==> config.mk <==
export PLATFORM = sky130hd
export DESIGN_NAME = axi_aw_arb3
export DESIGN_NICKNAME = d
export VERILOG_FILES = /design/src/rtl/axi_arb_pkg.sv /design/src/rtl/axi_arb_route_fifo.sv /design/src/rtl/axi_aw_arb3.sv
export SDC_FILE = /design/constraint.sdc
export NUM_CORES = 1
export LEC_CHECK = 0
export CORE_AREA = 2 2 206 208
export CTS_CLUSTER_DIAMETER = 30
export DETAILED_ROUTE_END_ITERATION = 16
export DIE_AREA = 0 0 208 210
export RECOVER_POWER = 50
export SYNTH_ARGS = -nofsm -noshare
export SYNTH_HDL_FRONTEND = slang
export SYNTH_SLANG_ARGS = --single-unit
==> constraint.sdc <==
create_clock -name aclk -period 4.74 [get_ports aclk]
set_clock_uncertainty 0.15 [all_clocks]
set_input_delay 0.948 -clock aclk [delete_from_list [all_inputs] [get_ports aclk]]
set_output_delay 0.948 -clock aclk [all_outputs]
set_load 0.01 [all_outputs]
run_1/port_nets.png
The bar under the picture is 50 microns long.
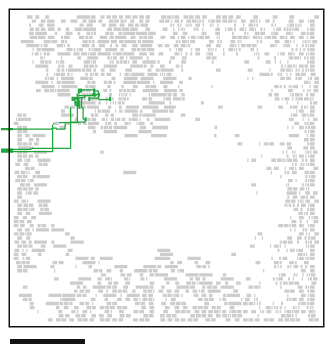
green -> s_awvalid  # direction input, end cells 12, buffers 4, wire 297 microns
IO Count: 537
I/O Buffers: 536

run_1/registers.png
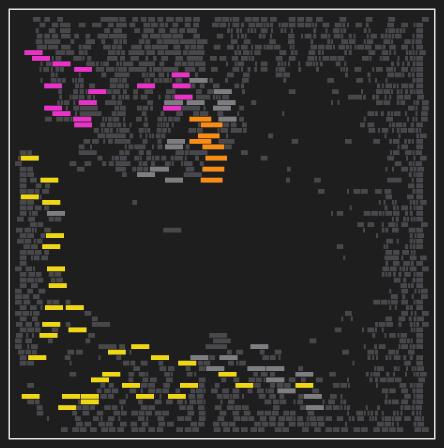
orange -> u_route.mem  # placed flops 8
yellow -> m_awaddr  # placed flops 32
magenta -> run_cnt  # placed flops 16, where north-west
not coloured = 24
Flop area: 2040 sq um
post-layout util: 0.337
P_seq: 1.14 mW
register fraction of the total cell area: 0.146

run_1/met2.png
Cells faint in the background.
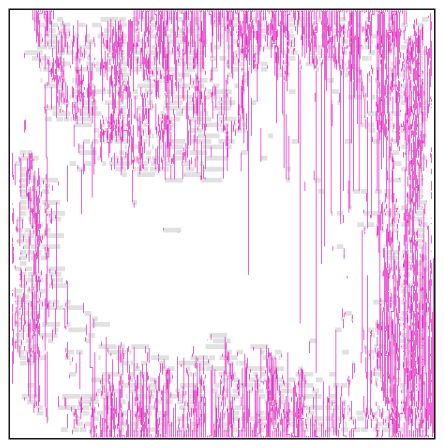
main direction = vertical
nets with wire on the layer = 1,624
wire length on this layer = 19,700 microns
longest straight run = 148 microns
vias: 9,012
WL final: 37,300 microns

run_1/met1.png
Supply wires on this layer in grey. Cells faint in the background.
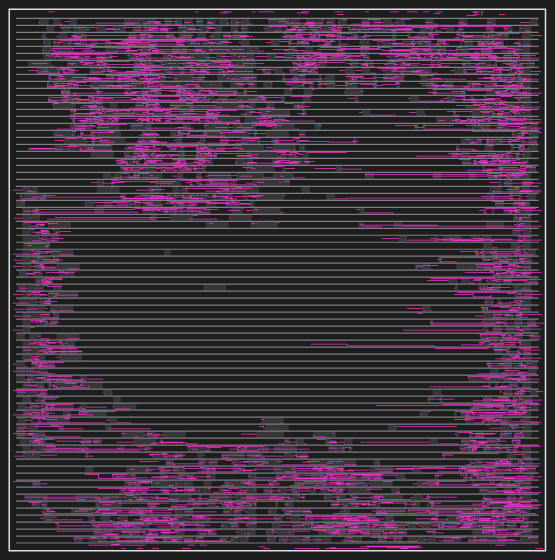
wire length on this layer = 14,200 microns
share of all routed wire = 38%
main direction = horizontal
nets with wire on the layer = 1,721
met1 Use GR: 0.178

==> impl_metrics.yaml, run 1 <==
# implementation run metrics
logic_synthesis:
  xor_area_frac: 0.0248
  ys_top_cells_by_area: "dfrtp_1 25%, a21oi_1 11%, nand2_1 9.4%"
  yosysWarnings: 0
  top_area_frac: 0.251
  synthTopCellsByCount: "177 x nand2_1, 153 x a21oi_1, 94 x nor2_1"
  edf_count: 8
  top_logic_kind: "AND-OR/OR-AND gates"
  seq_area_frac_synth: 0.289
  ys_seq_elements: 80
  ys_cells: 942
  synthArstFlopShare: 0.900
  synth_area_sq_um: 7070
  yosys_area_sq_um: 7070
  yosys_most_used_dff: "dfrtp_1"
  yosys.area_share.aoi: 0.250
  syn_area_per_cell_sq_um: 7.50
  simple_gate_share: 0.191
  mux_share: 0.128
  postSynthCellCount: 942
  most_common_cell: "nand2_1"
  synthesis.nets: 1376
status:
  violations: "max-capacitance violations, max-slew violations, negative setup slack"
  status: "complete, but fails checks"
finish:
  lay_top_count: "clkdlybuf4s50_1"
  logic_area_sq_um: 4860
  layout.nonclk_buf_frac: 0.415
  synthToLayoutAreaGrowth_pct: 97.8
  multiInputCombCellCount: 732
  mostFrequentLayoutCells: "458 x clkdlybuf4s50_1, 176 x nand2_1, 151 x a21oi_1, 92 x nor2_1, 70 x dfrtp_1"
  fin_nets: 1911
  drive_gt1_frac: 0.103
  largest_register_ffs: 32
  nFlopsAndLatches: 80
  finalNonFillerCells: 2030
  final_area_sq_um: 14000
  signal_buffers: 595
  clockBufferCount: 10
  fill_cells: 4371
  dominant_cells: "buffers"
  comb_share: 0.348
  inverters: 59
timing:
  setup_viol: 3
  period_minus_slack_ps: 5060
  timing.hold.ws_ps: 332
  slew_viol_final: 64
  grt_setup_unrepaired: "yes"
  worst_pin_slew_ps: 1720
  timing.setup.tns_ps: -882
  slew_headroom: -0.144
  hold_viol_final: 0
  period_used_share: 1.07
  worst_slack_ps: -323
setup_path:
  reg2reg_depth: 17
  crit_type: "input pin to output port"
  crit_path_max_fanout: 3
  crit_chain: "buf_6 -> mux2_4 -> mux2i_4 -> ha_1 -> and3_4 -> a221o_1 -> a22oi_2 -> nand2_2 -> a21oi_4 -> mux2i_4 -> mux2_4 -> o21a_4 -> nor3_4 -> buf_6"
  critPathTopFamily: "multiplexers"
  end_kind: "output port"
  crit_required_ps: 3640
  r2r_slack_ps: 80
  slowest_stage: "a221o_1"
  path_buffers: 2
  crit_cells: 14
  crit_arrival_ps: 3960
  max_stage_delay_ps: 350
placement:
  placedCellCount: 1998
  dpl_worst_slack_ps: -1220
  gp_congestion: 0.913
  place_area_sq_um: 13300
  hpwl_microns: 30600
cts:
  post_cts_buffers: 6
  cts_hold_buf: 0
  h-tree-depth: 3
  cts_sinks: 80
  cts_resized: 107
  cts_inserted_buffers: 9
  clock-root-buffer: "clkbuf_16"
  cts_tree: "built"
power:
  switching_share: 0.441
  p_per_area_nw_per_um2: 516
  comb_power_share: 0.731
  pwr-share-seq: 0.158
  power_frac_clock: 0.111
  clock_power_mw: 0.800
  power_leader: "combinational logic"
  p_leak_nw: 5.88
  ir_drop_v: 0.000182
  intPower_mw: 4.04
  p_comb_mw: 5.28
  switching_power_mw: 3.18
floorplan:
  rows: 75
  coreArea_sq_um: 41500
  fp_util: 0.170
  die_h_microns: 210
  die_w_microns: 208
  chipArea_sq_um: 43700
  tapCellCount: 539
min_path:
  hold_class: "flop to flop"
  holdPathStages: 1
global_route:
  grt_use_met2: 0.306
  grt_pass1_vias: 9250
  grt_max_degree: 90
  use_met3: 0.0362
  grt.total_usage: 0.164
  antenna_found_initial: 11
detailed_routing:
  wl_per_cell_microns: 18.4
  dr_wl_met3_microns: 2150
  top_layer: "met5"
  wl_met1_microns: 14200
  wl_met2_microns: 19700
  routed_via_density: 4.44
  drt.antenna.violating_nets: 0
  drtIter0Drc: 491
flow_run:
  drv_cap: 1
  openroad.warnings: 32
--- run 2 (diff from run 1) ---
CELL_PAD_IN_SITES_DETAIL_PLACEMENT = 0   (was unset)
CELL_PAD_IN_SITES_GLOBAL_PLACEMENT = 1   (was unset)
CORE_AREA = 2 2 209 211   (was 2 2 206 208)
DIE_AREA = 0 0 211 213   (was 0 0 208 210)
PLACE_DENSITY = 0.7   (was unset)
run_2/met1.png
Supply wires on this layer in grey. Cells faint in the background.
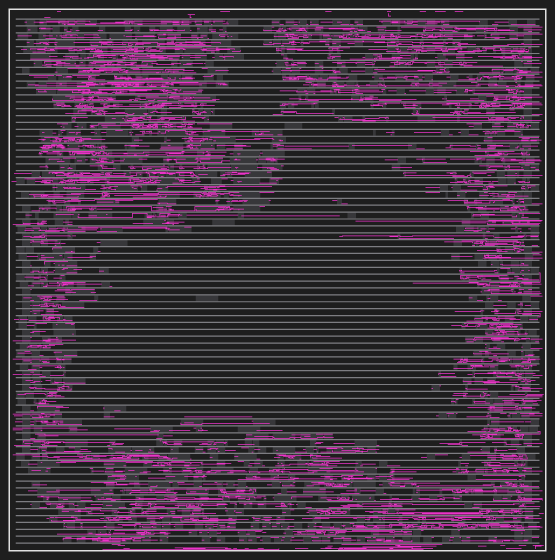
longest straight run = 74.5 microns
main direction = horizontal
nets with wire on the layer = 1,721
share of all routed wire = 39%
met1 Use GR: 0.180
vias: 9,070
WL final: 38,000 microns

run_2/met2.png
Cells faint in the background.
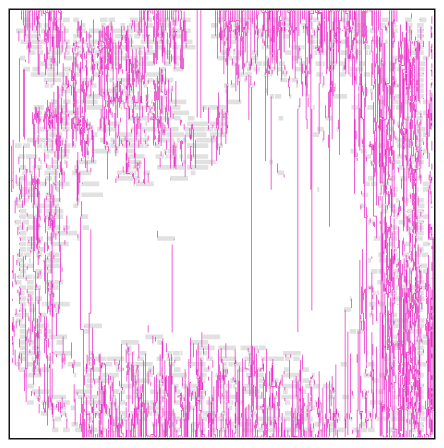
share of all routed wire = 53%
main direction = vertical
nets with wire on the layer = 1,623
wire length on this layer = 19,900 microns
grt met2 use: 0.289

==> impl_metrics.yaml, run 2 <==
# implementation run metrics
setup_path:
  crit_arrival_ps: 3930
  crit_path_max_fanout: 3
  path_buffers: 3
  crit_cells: 15
  max_stage_delay_ps: 350
  crit_type: "input pin to output port"
  critPathTopFamily: "multiplexers"
  crit_required_ps: 3640
  reg2reg_depth: 17
  slowest_stage: "mux2_4"
  end_kind: "output port"
finish:
  logic_area_sq_um: 4920
  nFlopsAndLatches: 80
  layout.nonclk_buf_frac: 0.420
  lay_top_count: "clkdlybuf4s50_1"
  seq-cell-share: 0.144
  fill_cells: 4543
  dominant_cells: "buffers"
  comb_share: 0.347
  drive_gt1_frac: 0.116
  finalNonFillerCells: 2055
  fin_nets: 1925
  seq_area_sq_um: 2040
  signal_buffers: 609
  final_area_sq_um: 14200
  synthToLayoutAreaGrowth_pct: 101
  mostFrequentLayoutCells: "445 x clkdlybuf4s50_1, 175 x nand2_1, 150 x a21oi_1, 92 x nor2_1, 70 x dfrtp_1"
  inverters: 59
  multiInputCombCellCount: 732
logic_synthesis:
  syn_area_per_cell_sq_um: 7.50
  ys_seq_elements: 80
  ys_top_cells_by_area: "dfrtp_1 25%, a21oi_1 11%, nand2_1 9.4%"
  mux_share: 0.128
  synthesis.nets: 1376
  synth_area_sq_um: 7070
  yosys.area_share.aoi: 0.250
  postSynthCellCount: 942
  edf_count: 8
  synthArstFlopShare: 0.900
  synthTopCellsByCount: "177 x nand2_1, 153 x a21oi_1, 94 x nor2_1"
  xor_area_frac: 0.0248
  simple_gate_share: 0.191
  yosys_most_used_dff: "dfrtp_1"
  most_common_cell: "nand2_1"
  top_area_frac: 0.251
  seq_area_frac_synth: 0.289
  ys_cells: 942
status:
  violations: "max-capacitance violations, max-slew violations, negative setup slack"
  status: "complete, but fails checks"
global_route:
  grt_pass1_vias: 9087
  grt_max_degree: 89
  use_met3: 0.0299
  antenna_found_initial: 15
placement:
  hpwl_microns: 30800
  gp_congestion: 0.884
  dpl_worst_slack_ps: -1160
  io_buffer_count: 536
  place_area_sq_um: 13400
  placedCellCount: 2010
cts:
  clock-root-buffer: "clkbuf_16"
  cts_hold_buf: 0
  post_cts_buffers: 15
  cts_tree: "built"
  h-tree-depth: 3
  cts_resized: 101
  cts_inserted_buffers: 9
floorplan:
  rows: 76
  coreArea_sq_um: 42700
  ios: 537
  die_w_microns: 211
  chipArea_sq_um: 44900
  fp_util: 0.165
power:
  p_comb_mw: 5.36
  clock_power_mw: 0.750
  ir_drop_v: 0.000211
  switching_share: 0.442
  powerSeq_mw: 1.14
  power_leader: "combinational logic"
  switching_power_mw: 3.21
  p_leak_nw: 6.03
  pwr-share-seq: 0.158
  intPower_mw: 4.05
  p_per_area_nw_per_um2: 512
detailed_routing:
  dr_wl_met3_microns: 2200
  drtIter0Drc: 410
  drt.antenna.violating_nets: 0
  wl_per_cell_microns: 18.5
  routed_via_density: 4.41
flow_run:
  drv_cap: 1
  openroad.warnings: 32
timing:
  slew_viol_final: 35
  setup_viol: 3
  grt_setup_unrepaired: "yes"
  worst_slack_ps: -283
  period_minus_slack_ps: 5020
  period_used_share: 1.06
  timing.setup.tns_ps: -809
  timing.hold.ws_ps: 317
  slew_headroom: -0.0470
min_path:
  holdPathStages: 2
Power and IR drop assume default switching activity.
